==> src/rtl/palette_arbiter_if.sv <==
// Pixel-request / arbitrated-colour bundle between the game renderer and the
// palette arbiter.
interface palette_arbiter_if;
  logic       pixel_valid;
  logic       frame_start;
  logic [3:0] bg_idx;
  logic       p1_req;
  logic [3:0] p1_idx;
  logic       p2_req;
  logic [3:0] p2_idx;
  logic       ovl_req;
  logic [3:0] ovl_idx;
  logic       crash;
  logic       crash_id;
  logic       paused;
  logic [3:0] color_pallete_enum;
  logic       out_valid;
  logic       flash_busy;

  modport master (
    output pixel_valid, frame_start, bg_idx,
    output p1_req, p1_idx, p2_req, p2_idx, ovl_req, ovl_idx,
    output crash, crash_id, paused,
    input  color_pallete_enum, out_valid, flash_busy
  );

  modport slave (
    input  pixel_valid, frame_start, bg_idx,
    input  p1_req, p1_idx, p2_req, p2_idx, ovl_req, ovl_idx,
    input  crash, crash_id, paused,
    output color_pallete_enum, out_valid, flash_busy
  );
endinterface

==> src/rtl/palette_arbiter.sv <==
// Two-stage pixel palette arbiter: fixed-priority layer select, then crash
// flash / pause recolouring driven by a frame-counted flash FSM.
module palette_arbiter #(
  parameter int FLASH_HALF   = 8,
  parameter int FLASH_CYCLES = 4
) (
  input logic               Clk,
  input logic               Reset_n,
  palette_arbiter_if.slave  pa
);
  localparam int STAGES = 2;
  localparam int FW = (FLASH_HALF   > 1) ? $clog2(FLASH_HALF)   : 1;
  localparam int CW = (FLASH_CYCLES > 1) ? $clog2(FLASH_CYCLES) : 1;
  localparam logic [FW-1:0] HALF_LAST = FW'(FLASH_HALF - 1);
  localparam logic [CW-1:0] CYC_LAST  = CW'(FLASH_CYCLES - 1);
  localparam logic [3:0] IDX_WHITE = 4'd0;
  localparam logic [3:0] IDX_GREY  = 4'd2;
  localparam logic [3:0] IDX_BLACK = 4'd14;

  typedef enum logic [1:0] {IDLE, ON, OFF} state_t;
  typedef enum logic [1:0] {SRC_BG = 2'd0, SRC_P1 = 2'd1, SRC_P2 = 2'd2, SRC_OVL = 2'd3} src_t;
  typedef struct packed {
    logic [3:0] idx;
    src_t       src;
  } pix_t;

  state_t        state, state_nxt;
  logic [FW-1:0] frame_cnt, frame_cnt_nxt;
  logic [CW-1:0] cyc_cnt, cyc_cnt_nxt;
  logic          flash_id, flash_id_nxt;
  logic          frame_tick;

  // A paused frame does not count, so the flash freezes where it is.
  assign frame_tick = pa.frame_start & ~pa.paused;

  always_ff @(posedge Clk or negedge Reset_n) begin
    if (!Reset_n) begin
      state     <= IDLE;
      frame_cnt <= '0;
      cyc_cnt   <= '0;
      flash_id  <= 1'b0;
    end else begin
      state     <= state_nxt;
      frame_cnt <= frame_cnt_nxt;
      cyc_cnt   <= cyc_cnt_nxt;
      flash_id  <= flash_id_nxt;
    end
  end

  always_comb begin
    state_nxt     = state;
    frame_cnt_nxt = frame_cnt;
    cyc_cnt_nxt   = cyc_cnt;
    flash_id_nxt  = flash_id;
    unique case (state)
      IDLE: begin
        if (pa.crash) begin
          state_nxt     = ON;
          flash_id_nxt  = pa.crash_id;
          frame_cnt_nxt = '0;
          cyc_cnt_nxt   = '0;
        end
      end
      ON: begin
        if (frame_tick) begin
          if (frame_cnt == HALF_LAST) begin
            state_nxt     = OFF;
            frame_cnt_nxt = '0;
          end else begin
            frame_cnt_nxt = frame_cnt + 1'b1;
          end
        end
      end
      OFF: begin
        if (frame_tick) begin
          if (frame_cnt == HALF_LAST) begin
            frame_cnt_nxt = '0;
            if (cyc_cnt == CYC_LAST) begin
              state_nxt   = IDLE;
              cyc_cnt_nxt = '0;
            end else begin
              state_nxt   = ON;
              cyc_cnt_nxt = cyc_cnt + 1'b1;
            end
          end else begin
            frame_cnt_nxt = frame_cnt + 1'b1;
          end
        end
      end
      default: state_nxt = IDLE;
    endcase
  end

  // Stage 1: layer select, overlay on top, background underneath.
  pix_t s1_d, s1_q;

  always_comb begin
    s1_d = '{idx: pa.bg_idx, src: SRC_BG};
    if (pa.ovl_req)     s1_d = '{idx: pa.ovl_idx, src: SRC_OVL};
    else if (pa.p1_req) s1_d = '{idx: pa.p1_idx,  src: SRC_P1};
    else if (pa.p2_req) s1_d = '{idx: pa.p2_idx,  src: SRC_P2};
  end

  logic [STAGES:1] vld_pipe;

  always_ff @(posedge Clk or negedge Reset_n) begin
    if (!Reset_n) begin
      vld_pipe <= '0;
      s1_q     <= '{idx: 4'd0, src: SRC_BG};
    end else begin
      vld_pipe <= {vld_pipe[STAGES-1:1], pa.pixel_valid};
      s1_q     <= s1_d;
    end
  end

  // Stage 2: pause greys everything but text; otherwise flash the crashed player.
  logic       flash_hit;
  logic [3:0] s2_idx, out_idx;

  assign flash_hit = (state == ON) &&
                     (((s1_q.src == SRC_P1) && !flash_id) ||
                      ((s1_q.src == SRC_P2) &&  flash_id));

  always_comb begin
    s2_idx = s1_q.idx;
    if (!vld_pipe[1])              s2_idx = IDX_BLACK;
    else if (s1_q.src == SRC_OVL)  s2_idx = s1_q.idx;
    else if (pa.paused)            s2_idx = IDX_GREY;
    else if (flash_hit)            s2_idx = IDX_WHITE;
  end

  always_ff @(posedge Clk or negedge Reset_n) begin
    if (!Reset_n) out_idx <= IDX_BLACK;
    else          out_idx <= s2_idx;
  end

  assign pa.color_pallete_enum = out_idx;
  assign pa.out_valid          = vld_pipe[STAGES];
  assign pa.flash_busy         = (state != IDLE);
endmodule

==> src/flat_wrapper.sv <==
// flat-port wrapper written by rule: the top's interface ports become plain ports
module palette_arbiter_flat 
#(
  parameter int FLASH_HALF   = 8,
  parameter int FLASH_CYCLES = 4
)
  (Clk, Reset_n, pa_pixel_valid, pa_frame_start, pa_bg_idx, pa_p1_req, pa_p1_idx, pa_p2_req, pa_p2_idx, pa_ovl_req, pa_ovl_idx, pa_crash, pa_crash_id, pa_paused, pa_color_pallete_enum, pa_out_valid, pa_flash_busy);
  palette_arbiter_if pa_i ();
  input logic Clk;
  input logic Reset_n;
  input wire logic [$bits(pa_i.pixel_valid)-1:0] pa_pixel_valid;
  input wire logic [$bits(pa_i.frame_start)-1:0] pa_frame_start;
  input wire logic [$bits(pa_i.bg_idx)-1:0] pa_bg_idx;
  input wire logic [$bits(pa_i.p1_req)-1:0] pa_p1_req;
  input wire logic [$bits(pa_i.p1_idx)-1:0] pa_p1_idx;
  input wire logic [$bits(pa_i.p2_req)-1:0] pa_p2_req;
  input wire logic [$bits(pa_i.p2_idx)-1:0] pa_p2_idx;
  input wire logic [$bits(pa_i.ovl_req)-1:0] pa_ovl_req;
  input wire logic [$bits(pa_i.ovl_idx)-1:0] pa_ovl_idx;
  input wire logic [$bits(pa_i.crash)-1:0] pa_crash;
  input wire logic [$bits(pa_i.crash_id)-1:0] pa_crash_id;
  input wire logic [$bits(pa_i.paused)-1:0] pa_paused;
  output wire logic [$bits(pa_i.color_pallete_enum)-1:0] pa_color_pallete_enum;
  output wire logic [$bits(pa_i.out_valid)-1:0] pa_out_valid;
  output wire logic [$bits(pa_i.flash_busy)-1:0] pa_flash_busy;
  assign pa_i.pixel_valid = pa_pixel_valid;
  assign pa_i.frame_start = pa_frame_start;
  assign pa_i.bg_idx = pa_bg_idx;
  assign pa_i.p1_req = pa_p1_req;
  assign pa_i.p1_idx = pa_p1_idx;
  assign pa_i.p2_req = pa_p2_req;
  assign pa_i.p2_idx = pa_p2_idx;
  assign pa_i.ovl_req = pa_ovl_req;
  assign pa_i.ovl_idx = pa_ovl_idx;
  assign pa_i.crash = pa_crash;
  assign pa_i.crash_id = pa_crash_id;
  assign pa_i.paused = pa_paused;
  assign pa_color_pallete_enum = pa_i.color_pallete_enum;
  assign pa_out_valid = pa_i.out_valid;
  assign pa_flash_busy = pa_i.flash_busy;
  palette_arbiter #(.FLASH_HALF(FLASH_HALF), .FLASH_CYCLES(FLASH_CYCLES)) u_core (.Clk(Clk), .Reset_n(Reset_n), .pa(pa_i));
endmodule
==> config.mk <==
export PLATFORM = sky130hd
export DESIGN_NAME = palette_arbiter_flat
export DESIGN_NICKNAME = d
export VERILOG_FILES = /design/src/rtl/palette_arbiter_if.sv /design/src/rtl/palette_arbiter.sv /design/src/flat_wrapper.sv
export SDC_FILE = /design/constraint.sdc
export NUM_CORES = 1
export LEC_CHECK = 0
export CAP_MARGIN = 20
export CORE_UTILIZATION = 41
export CTS_BUF_LIST = sky130_fd_sc_hd__clkbuf_4 sky130_fd_sc_hd__clkbuf_8 sky130_fd_sc_hd__clkbuf_16
export CTS_CLUSTER_DIAMETER = 60
export DETAILED_ROUTE_END_ITERATION = 6
export MAX_ROUTING_LAYER = met4
export PLACE_DENSITY = 0.7
export SLEW_MARGIN = 10
export SYNTH_ARGS = -nofsm -noshare
export SYNTH_HDL_FRONTEND = slang
export SYNTH_SLANG_ARGS = --single-unit
==> constraint.sdc <==
create_clock -name Clk -period 1.8 [get_ports Clk]
set_input_delay 0.54 -clock Clk [delete_from_list [all_inputs] [get_ports Clk]]
set_output_delay 0.54 -clock Clk [all_outputs]
set_load 0.02 [all_outputs]
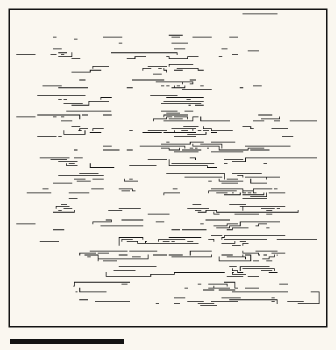
**Above:** run 1 (met1 routing).
Scale bar: 20 um.
- share of all routed wire: 42%
- nets with wire on the layer: 156

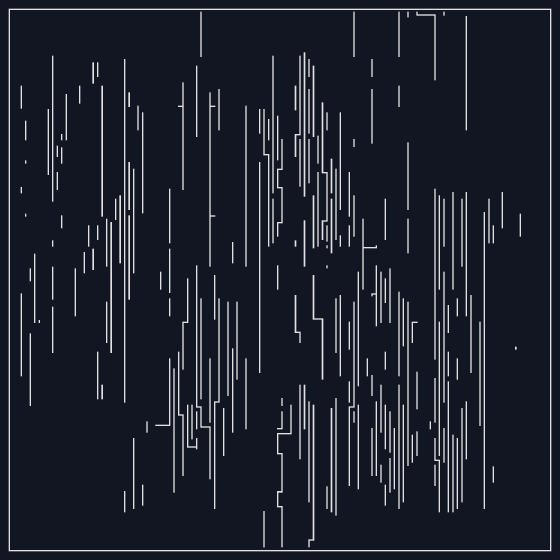
**Above:** run 1 (M2 wires).
- longest straight run: 35.0 um
- nets with wire on the layer: 154
- wire length on this layer: 1230 um
- share of all routed wire: 52%

==> Changelog: implementation, run 1 <==
### Physical design

* Outcome: finished, final reports clean
* Area of all placed cells without fillers at roughly 1600 um2
* Clock tree from TritonCTS: done
* Pre-placement core utilization at 0.4527
* Class of the most critical setup path: register to output pin
* Crit. End Element: output pin
* Wire length of the first global-routing pass at just over 4 mm
* Net switching power at between 500 and 600 uW
* Global routing usage on met1 at 0.1788
* Reg-to-reg critical path startpoint: u_core.state[0]
* Number of failing hold endpoints at the final stage at 0
* Post-detailed-route via-to-cell ratio at 5.302
* Clock root buffer: sky130_fd_sc_hd__clkbuf_4
* Flip-flop and latch area at 504.2 um2
* Count of input and output buffers at 31
* Number of gates resized after CTS at 7
* Number of unique standard cell types used by synthesis at 37
* Setup slack of the critical path after layout at between 0.08 and 0.09 ns
* Number of standard cells after synthesis at 107
* Power consumed by the clock network at 364 uW
* Pins Over Slew Limit at 0
* Leakage power figure at between 0.0007 and 0.0008 uW
* Routed length per instance at 13.18 um
* Worst Tran Pin Value at 0.3051 ns
* Net count entering floorplan at ~140
* Fraction of power consumed by the clock network at 0.205
* Die height at ~55 um
* Standard-cell row count at 18
* Worst Hold Depth at 0
* Required time at the worst-slack endpoint at about 1.3 ns
* Number of maximum-capacitance constraint violations at 0
* Startpoint of the tightest hold check path: u_core.vld_pipe[1]
* Detailed-route via count at 949
* Commonest cells after routing, fill and taps aside: sky130_fd_sc_hd__clkdlybuf4s50_1 (25), sky130_fd_sc_hd__dfrtp_1 (17), sky130_fd_sc_hd__buf_4 (11), sky130_fd_sc_hd__nand2_1 (10)
* Clock tree sinks at 20
* Remaining global-route overflow at 0
* Maximum cell stage delay along the critical path at roughly 0.4 ns
* Series of cell instances along the critical path: inv_1 -> ha_1 -> inv_2 -> buf_4
* Number of antenna cells inserted at 0
* Yosys synthesis warning count at 0
* Overall routing resource usage at 0.1699
* Met2 usage in global routing at 0.3133
* Share of layout cells above drive strength 1 at 0.2215
* Total clock buffers created by CTS at 3
* XOR/XNOR Fraction of Synth Area at 0
* Final critical delay including setup and external delays at between 1.5 and 2 ns
* Number of nets at the end of the flow at 183
* Post-DP HPWL at ~1.9 mm
* Slack of the worst reg-to-reg path at 0.09 ns
* Residual DRC count at 0
* Hold crit path type: register to register
* Area fraction in mux cells at 0.1356
* Number of top-level pins at 32
* Pin count of the biggest net entering global routing at 21
* Prevailing logic family in the synthesized netlist: simple AND/OR/NAND/NOR gates
* Element type at the critical path start: register
* Final-report setup violation count at 0
* Filler cells at ~220
* Power drawn by the combinational cells at around 810 uW
* Clock slew at the register clock pins of the worst setup and hold paths at about 0.12 ns
* Post-Synthesis Mean Instance Area at 10.86 um2
* Largest voltage drop on the vdd net at just under 700 uV
* Power density of the placed cells at around 1100 nW/um2
* Deepest clock path buffer count at 2
* Standard cell area after detailed placement at ~1600 um2
* Sequential Power Share at 0.338
* Number of standard cells reported by yosys at 107
* Crit path max-delay cell type: sky130_fd_sc_hd__dfrtp_1
* Synth Register Bits at 20
* Sink of the worst hold path: u_core.vld_pipe[2]
* Top power group: combinational cells
* Crit path max-delay family: flip-flops
* Sequential-cell power consumption at 601 uW
* Max H-tree Level at 1
* Upper clock frequency limit at 582.6 MHz
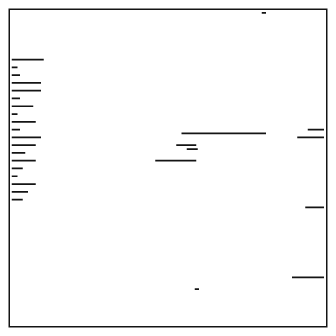
**Above:** run 1 (the metal 3 layer).
- nets with wire on the layer: 27
- share of all routed wire: 4.0%

[run 1: Yosys cell counts]
master / instances / area [um2]
sky130_fd_sc_hd__nor2_1: 2 / 7.510
sky130_fd_sc_hd__o32a_1: 1 / 10.01
sky130_fd_sc_hd__a2bb2oi_1: 1 / 8.760
sky130_fd_sc_hd__a21oi_1: 2 / 10.01
sky130_fd_sc_hd__a22oi_1: 1 / 7.510
sky130_fd_sc_hd__clkbuf_1: 1 / 3.750
sky130_fd_sc_hd__nand4b_1: 2 / 17.52
sky130_fd_sc_hd__nor2b_4: 1 / 13.76
sky130_fd_sc_hd__dfrtp_1: 17 / 425.4
sky130_fd_sc_hd__dfstp_2: 3 / 78.83
sky130_fd_sc_hd__a221o_2: 1 / 11.26
sky130_fd_sc_hd__a21o_1: 1 / 7.510
sky130_fd_sc_hd__o221ai_1: 1 / 8.760
sky130_fd_sc_hd__buf_2: 1 / 5.000
sky130_fd_sc_hd__or2_2: 1 / 6.260
sky130_fd_sc_hd__nor3b_1: 5 / 37.54
sky130_fd_sc_hd__nand2_1: 10 / 37.54
sky130_fd_sc_hd__nor3_1: 1 / 5.000
sky130_fd_sc_hd__nand2b_1: 1 / 6.260
sky130_fd_sc_hd__o22ai_1: 1 / 6.260
sky130_fd_sc_hd__mux2_2: 6 / 67.56
sky130_fd_sc_hd__or2b_1: 1 / 7.510
sky130_fd_sc_hd__buf_6: 1 / 11.26
sky130_fd_sc_hd__a211oi_4: 1 / 20.02
sky130_fd_sc_hd__ha_1: 7 / 87.58
sky130_fd_sc_hd__a221oi_1: 1 / 8.760
sky130_fd_sc_hd__nand3_1: 3 / 15.01
sky130_fd_sc_hd__and4b_2: 1 / 11.26
sky130_fd_sc_hd__nand3b_1: 1 / 7.510
sky130_fd_sc_hd__o21ai_0: 8 / 40.04
sky130_fd_sc_hd__nor2b_1: 1 / 6.260
sky130_fd_sc_hd__and3b_1: 3 / 26.28
sky130_fd_sc_hd__o211ai_1: 1 / 7.510
sky130_fd_sc_hd__mux2i_1: 6 / 60.06
sky130_fd_sc_hd__mux2_4: 2 / 30.03
sky130_fd_sc_hd__inv_1: 9 / 33.78
sky130_fd_sc_hd__o21bai_1: 1 / 7.510
[run 1: how the worst max path moves through the flow]
stage / cells after the start / endpoint
after CTS: 1 / pa_color_pallete_enum[0]
after global placement: 4 / u_core.frame_cnt[0]
after floorplan: 6 / u_core.state[1]
final: 4 / pa_flash_busy
after detailed placement: 4 / u_core.frame_cnt[0]
after global routing: 6 / u_core.frame_cnt[1]
[run 1: stage by stage]
step / total power (uW) / std cells / hold slack [ns] / TNS, ns / util
floorplan: 1108 / 107 / 0.2444 / 0 / -
global placement: 1380 / 175 / 0.4248 / -0.6031 / 0.6096
detailed placement: 1428 / 175 / 0.4249 / -1.097 / 0.6096
CTS: 1783 / 179 / 0.4507 / 0 / 0.6267
global route: 1898 / 179 / 0.4802 / 0 / 0.6306
finish: 1777 / 179 / 0.4487 / 0 / 0.6306
[run 1: cell type report]
type                       instances  area share
clock inverter                     1     0.01855
multi-input combinational         75      0.3748
timing repair buffer              41      0.2372
tap                               30     0.02318
sequential                        20      0.3114
inverter                           9     0.02087
clock buffer                       3     0.01391
==> inputs of run 2 (changes only) <==
--- a/config.mk
+++ b/config.mk
@@ -10,6 +10,7 @@
 export CTS_BUF_LIST = sky130_fd_sc_hd__clkbuf_4 sky130_fd_sc_hd__clkbuf_8 sky130_fd_sc_hd__clkbuf_16
 export CTS_CLUSTER_DIAMETER = 60
 export DETAILED_ROUTE_END_ITERATION = 6
+export GPL_TIMING_DRIVEN = 0
 export MAX_ROUTING_LAYER = met4
 export PLACE_DENSITY = 0.7
 export SLEW_MARGIN = 10
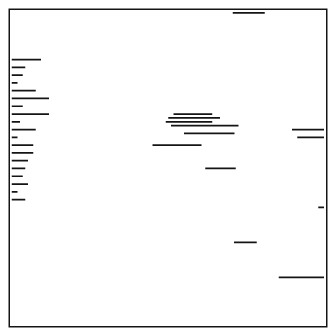
**Above:** run 2 (the metal 3 layer).
- nets with wire on the layer: 31
- longest straight run: 11.5 um
- wire length on this layer: 135 um

==> run 2 against run 1 <==
Global-route usage is 0.19 points lower. Clock-buffer cell count unchanged. First-iteration DRC count up 140%. Utilization down 1.1 points. Largest power group unchanged. Combinational power decreased by 1%. Synthesized area stayed put. Register-to-register slack is essentially flat. Worst setup slack got worse by 0.077 ns.
==> Changelog: implementation, run 2 <==
### Physical design

* Element type at the critical path start: register
* Most instantiated cells after synthesis: sky130_fd_sc_hd__dfrtp_1 (17), sky130_fd_sc_hd__nand2_1 (10), sky130_fd_sc_hd__inv_1 (9)
* Largest voltage drop on the vdd net at 796.5 uV
* Pin count of the biggest net entering global routing at 21
* Count of input and output buffers at 29
* Register with the most flip-flops: u_core.s1_q
* Pre-placement core utilization at 0.4527
* Layout overhead on the synthesized area at 36.81%
* Die height at roughly 55 um
* Number of iterations in the first detailed-routing pass at 4
* Leakage power figure at about 0.00073 uW
* Die boundary width at between 50 and 60 um
* Synth Area in Simple Gates at 0.1765
* Detailed-route via count at ~930
* Max FFs per register at 6
* Most frequently used cell type in the post-synthesis netlist: sky130_fd_sc_hd__dfrtp_1
* Max H-tree Level at 1
* Number of DRC violations after detailed-routing iteration 0 at 24
* Standard-cell row count at 18
* Residual DRC count at 0
* Leading area contributor after synthesis: sky130_fd_sc_hd__dfrtp_1
* Prevailing logic family in the synthesized netlist: simple AND/OR/NAND/NOR gates
* Number of warnings in the stage logs at 30
* Data arrival time of the critical path at 1.25 ns
* Sequential element share of the synthesized area at 0.4338
* Number of unique standard cell types used by synthesis at 37
* Number of enable flip-flop cells at 0
* Synth Register Bits at 20
* Period utilisation layout at 0.9961
* Clock root buffer: sky130_fd_sc_hd__clkbuf_4
* Upper clock frequency limit at 557.7 MHz
* Headroom to the max-slew limit at 0.4162
* Net count entering floorplan at approximately 140
* Area fraction of the dominant cell type after synthesis at 0.3660
* Number of maximum-capacitance constraint violations at 0
* Post-detailed-route via-to-cell ratio at 5.316
* Post-synthesis cell area at 1162 um2
* Vias in the first global route at roughly 940
* Final standard cell utilization of the core at 0.6194
* Required time at the worst-slack endpoint at roughly 1.3 ns
* Number of standard cells reported by yosys at 107
* XOR/XNOR Fraction of Synth Area at 0
* FFs w/ async S/R, synth at 1.000
* TNS Setup at 0 ns
* Clock slew at the register clock pins of the worst setup and hold paths at roughly 0.12 ns
* Worst hold-check slack at ~0.46 ns
* Area of all placed cells without fillers at 1590 um2
* Yosys adder share at 0.07535
* Hold bufs inserted after CTS at 0
* Antenna-violating nets left at 0
* Number of antenna cells inserted at 0
* Routed length per instance at roughly 13 um
* Pins Over Slew Limit at 0
* Number of top-level pins at 32
* Area fraction in mux cells at 0.1356
* Remaining global-route overflow at 0
* Hold crit path type: register to register
* Slack of the worst reg-to-reg path at roughly 0.08 ns
* Number of standard cells after synthesis at approximately 110
* Crit. End Element: output pin
* Yosys synthesis warning count at 0
* Commonest cells after routing, fill and taps aside: sky130_fd_sc_hd__clkdlybuf4s50_1 (23), sky130_fd_sc_hd__dfrtp_1 (17), sky130_fd_sc_hd__nand2_1 (10), sky130_fd_sc_hd__o21ai_0 (8), sky130_fd_sc_hd__inv_1 (7)
* Deepest clock path buffer count at 2
* Power density of the placed cells at ~1100 nW/um2
* Overall routing resource usage at 0.1680
* Share of layout cells above drive strength 1 at 0.2222
* Clock latency of the later-clocked register in the worst-skew pair at 0.30 ns
* Number of antenna violations at the first check in global routing at 0
* Final-report setup violation count at 0
* Final critical delay including setup and external delays at around 1.8 ns
* Class of the most critical setup path: register to output pin
* Standard cell area after detailed placement at around 1500 um2
* Outcome: finished, final reports clean
* Top cells by area: sky130_fd_sc_hd__dfrtp_1 (37%), sky130_fd_sc_hd__ha_1 (7.5%), sky130_fd_sc_hd__dfstp_2 (6.8%)
* Number of failing hold endpoints at the final stage at 0
* Number of nets at the end of the flow at about 180
* Wire length of the first global-routing pass at roughly 4.0 mm
* Clock Skew at 0.002113 ns
* Total clock buffers created by CTS at 3
* Post-DP HPWL at 1.713 mm
* Chip area at ~3100 um2
* Clock tree from TritonCTS: done
* Weighted congestion at the end of routability-driven global placement at ~0.79
* Max Fanout on Critical Path at 5
* Compound Share, Synth at 0.1324
* Primary FF master, synth: sky130_fd_sc_hd__dfrtp_1
* CORE AREA at approximately 2600 um2
* Worst Tran Pin Value at roughly 0.87 ns
* Post-Synthesis Mean Instance Area at between 10 and 15 um2
* Clock tree sinks at 20
* Wire length reported by the detailed router at ~2.3 mm
==> run 2: cell counts after synthesis <==
No cell type changed its count.
==> run 2: routing by layer <==
metal / up-vias / track usage / part of all wire / routed length, um
li1: 455 / - / - / -
met1: 428 / 0.1988 / 0.44 / 1016
met2: 40 / 0.2943 / 0.50 / 1154
met3: 2 / 0.02342 / 0.058 / 134
met4: 0 / 0.05357 / 0.0090 / 21
met5: - / - / 0 / 0
==> run 2: logic make-up (layout without fill, tap and decap cells) <==
logic type	count (synthesis)	after routing
AND/OR/NAND/NOR	33	33
flip-flops	20	20
buffers and inverters	12	49
multiplexers	14	14
AND-OR/OR-AND	21	21
adder cells (fa/ha/maj)	7	7
==> run 2: area by class of cell <==
type,instances,area [um2]
clock inverter,1,30.03
timing repair buffer,33,316.6
fill,209,977.2
sequential,20,504.2
inverter,9,33.78
tap,30,37.54
clock buffer,3,22.52
buffer,3,20.02
multi-input combinational,75,625.6
==> run 2: path summary, 6_finish.rpt <==
path                       cells after the start                   to          startpoint
max                                            4        pa_flash_busy     u_core.state[1]
min                                            0   u_core.vld_pipe[2]  u_core.vld_pipe[1]
max reg2reg                                    6  u_core.frame_cnt[1]     u_core.state[1]
min reg2reg                                    0   u_core.vld_pipe[2]  u_core.vld_pipe[1]
max in group asynchronous                      1      u_core.state[0]             Reset_n
min in group asynchronous                      1    u_core.cyc_cnt[0]             Reset_n
==> run 2: report_power, final <==
group          total (uW)  internal, uW  switching, uW
registers             612           538           74.1
logic                 800           441            358
clock network         369           225            144
==> run 2: worst max-delay path, stage by stage, from the launching register on <==
cell and delay, ns:
sky130_fd_sc_hd__dfrtp_1 0.44, sky130_fd_sc_hd__inv_2 0.08, sky130_fd_sc_hd__ha_4 0.18, sky130_fd_sc_hd__inv_1 0.09, sky130_fd_sc_hd__buf_2 0.17
==> run 2: timing repair <==
action                                  in CTS  in global routing
pin swaps                                    0                  1
setup buffers                                1                  3
endpoints found under the setup margin       4                  4
gates resized                               10                  5
==> run 2: through the flow <==
stage	power, uW	cells	worst slack [ns]
floorplan	1108	107	0.1658
global placement	1287	166	-0.2602
detailed placement	1317	166	-0.2851
CTS	1740	171	-0.05989
global route	1891	174	-0.04821
finish	1781	174	0.006959
==> inputs of run 3 (changes only) <==
--- a/config.mk
+++ b/config.mk
@@ -11,8 +11,9 @@
 export CTS_CLUSTER_DIAMETER = 60
 export DETAILED_ROUTE_END_ITERATION = 6
 export GPL_TIMING_DRIVEN = 0
+export HOLD_SLACK_MARGIN = 0.03
 export MAX_ROUTING_LAYER = met4
-export PLACE_DENSITY = 0.7
+export PLACE_DENSITY = 0.73
 export SLEW_MARGIN = 10
 export SYNTH_ARGS = -nofsm -noshare
 export SYNTH_HDL_FRONTEND = slang
==> constraint.sdc (replaced) <==
create_clock -name Clk -period 1.6 [get_ports Clk]
set_input_delay 0.48 -clock Clk [delete_from_list [all_inputs] [get_ports Clk]]
set_output_delay 0.48 -clock Clk [all_outputs]
set_load 0.02 [all_outputs]
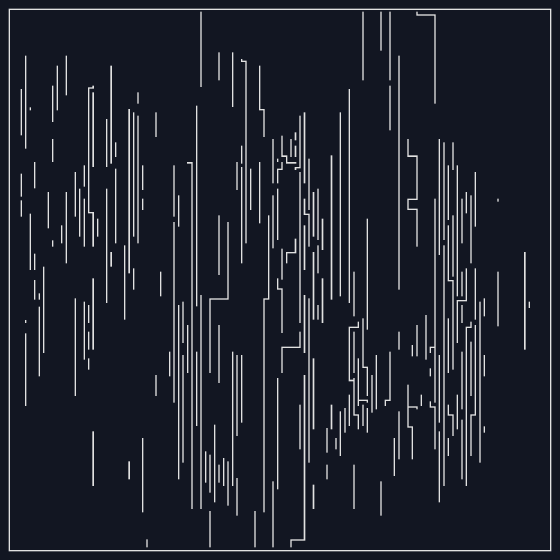
**Above:** run 3 (M2 wires).
- longest straight run: 35.4 um
- wire length on this layer: 1300 um
- nets with wire on the layer: 158

==> run 3 against run 2 <==
The run now ends with negative setup slack left. Synthesized cell count stayed put. Die size unchanged. First-iteration DRC count fell by 63%. Synthesized area unchanged. Global-route usage decreased by 0.23 points. Final cell count rose by 5.7%. Worst hold slack got worse by 0.013 ns. Design area increased by 7.5%. Critical endpoint is now u_core.state[1].
==> Changelog: implementation, run 3 <==
### Physical design

* Number of standard cells reported by yosys at 107
* Combinational Power Share at 0.528
* Net switching power at between 700 and 800 uW
* Share of layout cells above drive strength 1 at 0.3247
* Period utilisation layout at 1.012
* Outcome: finished with violations
* Worst setup path end: u_core.state[1]
* Die boundary width at between 50 and 60 um
* Data arrival time of the critical path at between 1.5 and 2 ns
* Chip area at just over 3000 um2
* Post-DP HPWL at approximately 1.7 mm
* Clock root buffer: sky130_fd_sc_hd__clkbuf_4
* Number of standard cells after synthesis at between 100 and 150
* Setup slack of the critical path after layout at -0.01934 ns
* Clock Skew at between 0.004 and 0.005 ns
* Highest routing layer actually used: met4
* Max FFs per register at 6
* Post-detailed-route via-to-cell ratio at about 5.2
* Total length of routed met2 wires at about 1.3 mm
* Required time at the worst-slack endpoint at around 1.8 ns
* Most frequently used cell type in the post-synthesis netlist: sky130_fd_sc_hd__dfrtp_1
* Sequential Power Share at 0.296
* Clock tree sinks at 20
* Most instantiated cells after synthesis: sky130_fd_sc_hd__dfrtp_1 (17), sky130_fd_sc_hd__nand2_1 (10), sky130_fd_sc_hd__inv_1 (9)
* Sequential element share of the synthesized area at 0.4338
* Pin count of the biggest net entering global routing at 21
* Final-report setup violation count at 2
* Worst hold-check slack at around 0.45 ns
* Number of enable flip-flop cells at 0
* Register with the most flip-flops: u_core.s1_q
* Area fraction of the dominant cell type after synthesis at 0.3660
* Worst r2r dst: u_core.state[1]
* Remaining global-route overflow at 0
* Internal power of the cells at ~1600 uW
* Number of cells traversed by the worst register-to-register path at 6
* Slack of the worst reg-to-reg path at -0.02 ns
* Class of the most critical setup path: register to register
* Clock tree from TritonCTS: done
* Number of DRC violations after detailed-routing iteration 0 at 9
* Crit. End Element: register
* Number of unique standard cell types used by synthesis at 37
* Yosys synthesis warning count at 0
* Power density of the placed cells at 1340 nW/um2
* Primary FF master, synth: sky130_fd_sc_hd__dfrtp_1
* CORE AREA at around 2600 um2
* Pre-CTS WS at -0.4030 ns
* Reg-to-reg critical path startpoint: u_core.frame_cnt[0]
* Element type at the critical path start: register
* Die height at 55.25 um
* Fraction of power consumed by the clock network at 0.176
* Wire length reported by the detailed router at 2.431 mm
* Detailed-route via count at about 960
* Number of antenna cells inserted at 0
* Number of failing hold endpoints at the final stage at 0
* Antenna-violating nets left at 0
* Post-Synthesis Mean Instance Area at 10.86 um2
* Hold crit path type: register to register
* Critical Path Start: u_core.frame_cnt[0]
* Number of top-level pins at 32
* Hold bufs inserted after CTS at 0
* Synth Register Bits at 20
* Failing checks: negative setup slack
* Weighted congestion at the end of routability-driven global placement at approximately 0.75
* Standard-cell row count at 18
* Final standard cell utilization of the core at 0.6657
* Post-synthesis cell area at about 1200 um2
* Layout overhead on the synthesized area at 47.04%
* Fraction of power spent switching nets at 0.3175
* Largest voltage drop on the vdd net at approximately 990 uV
* Routed length per instance at ~13 um
* Pins Over Slew Limit at 0
* FFs w/ async S/R, synth at 1.000
* Commonest cells after routing, fill and taps aside: sky130_fd_sc_hd__clkdlybuf4s50_1 (21), sky130_fd_sc_hd__dfrtp_1 (17), sky130_fd_sc_hd__buf_4 (13), sky130_fd_sc_hd__nand2_1 (10), sky130_fd_sc_hd__o21ai_0 (7)
==> run 3: repair_timing <==
item	CTS	global route
setup endpoints to repair	10	8
buffers inserted	6	8
pin swaps	2	3
resized	23	12
==> run 3: logic make-up after synthesis <==
group	count (synthesis)	synth area share
simple gates	33	0.1766
compound gates	21	0.1324
flops	20	0.4338
mux	14	0.1356
buf+inv	12	0.04628
fa+ha+maj	7	0.07535
==> run 3: final cells by class <==
cell class,instances,area [um2]
Buffer,3,20.02
Clock buffer,3,22.52
Clock inverter,1,30.03
Fill cell,214,858.3
Inverter,9,36.28
Multi-Input combinational cell,75,661.9
Sequential cell,20,504.2
Tap cell,30,37.54
Timing Repair Buffer,43,396.6
==> run 3: power by group through the flow <==
stage	Sequential, uW	Combinational (uW)	Clock, uW
finish	678	1210	403
global route	692	1300	435
CTS	668	988	414
detailed placement	690	812	0
global placement	683	780	0
floorplan	688	570	0
==> run 3: critical path, cell delays in order, from the launching register on <==
cell                      delay (ns)
sky130_fd_sc_hd__dfrtp_1        0.42
sky130_fd_sc_hd__ha_2           0.20
sky130_fd_sc_hd__ha_4           0.16
sky130_fd_sc_hd__and3b_1        0.16
sky130_fd_sc_hd__buf_6          0.14
sky130_fd_sc_hd__o22ai_4        0.12
sky130_fd_sc_hd__mux2_4         0.31
==> run 3: stage by stage <==
stage	cells	area, um2	setup TNS (ns)	total power (uW)
final	184	1709	-0.02205	2291
after global routing	184	1709	-0.2133	2430
after floorplan	107	1171	0	1259
after global placement	166	1499	-2.391	1463
after detailed placement	166	1499	-2.535	1502
after CTS	176	1619	-0.06060	2071
==> run 3: layer usage <==
metal  global-route usage  up-vias
met2               0.3064       30
met1               0.1710      451
met5                    -        -
li1                     -      478
met3              0.01405        4
met4              0.09286        0
==> run 3: how the worst min path moves through the flow <==
stage                                    end          startpoint
after floorplan            u_core.cyc_cnt[0]             Reset_n
after global placement    u_core.vld_pipe[2]  u_core.vld_pipe[1]
after detailed placement  u_core.vld_pipe[2]  u_core.vld_pipe[1]
after CTS                 u_core.vld_pipe[2]  u_core.vld_pipe[1]
after global routing          u_core.s1_q[1]           pa_p2_req
final                     u_core.vld_pipe[2]  u_core.vld_pipe[1]
Power is estimated from default activity; no workload was simulated.
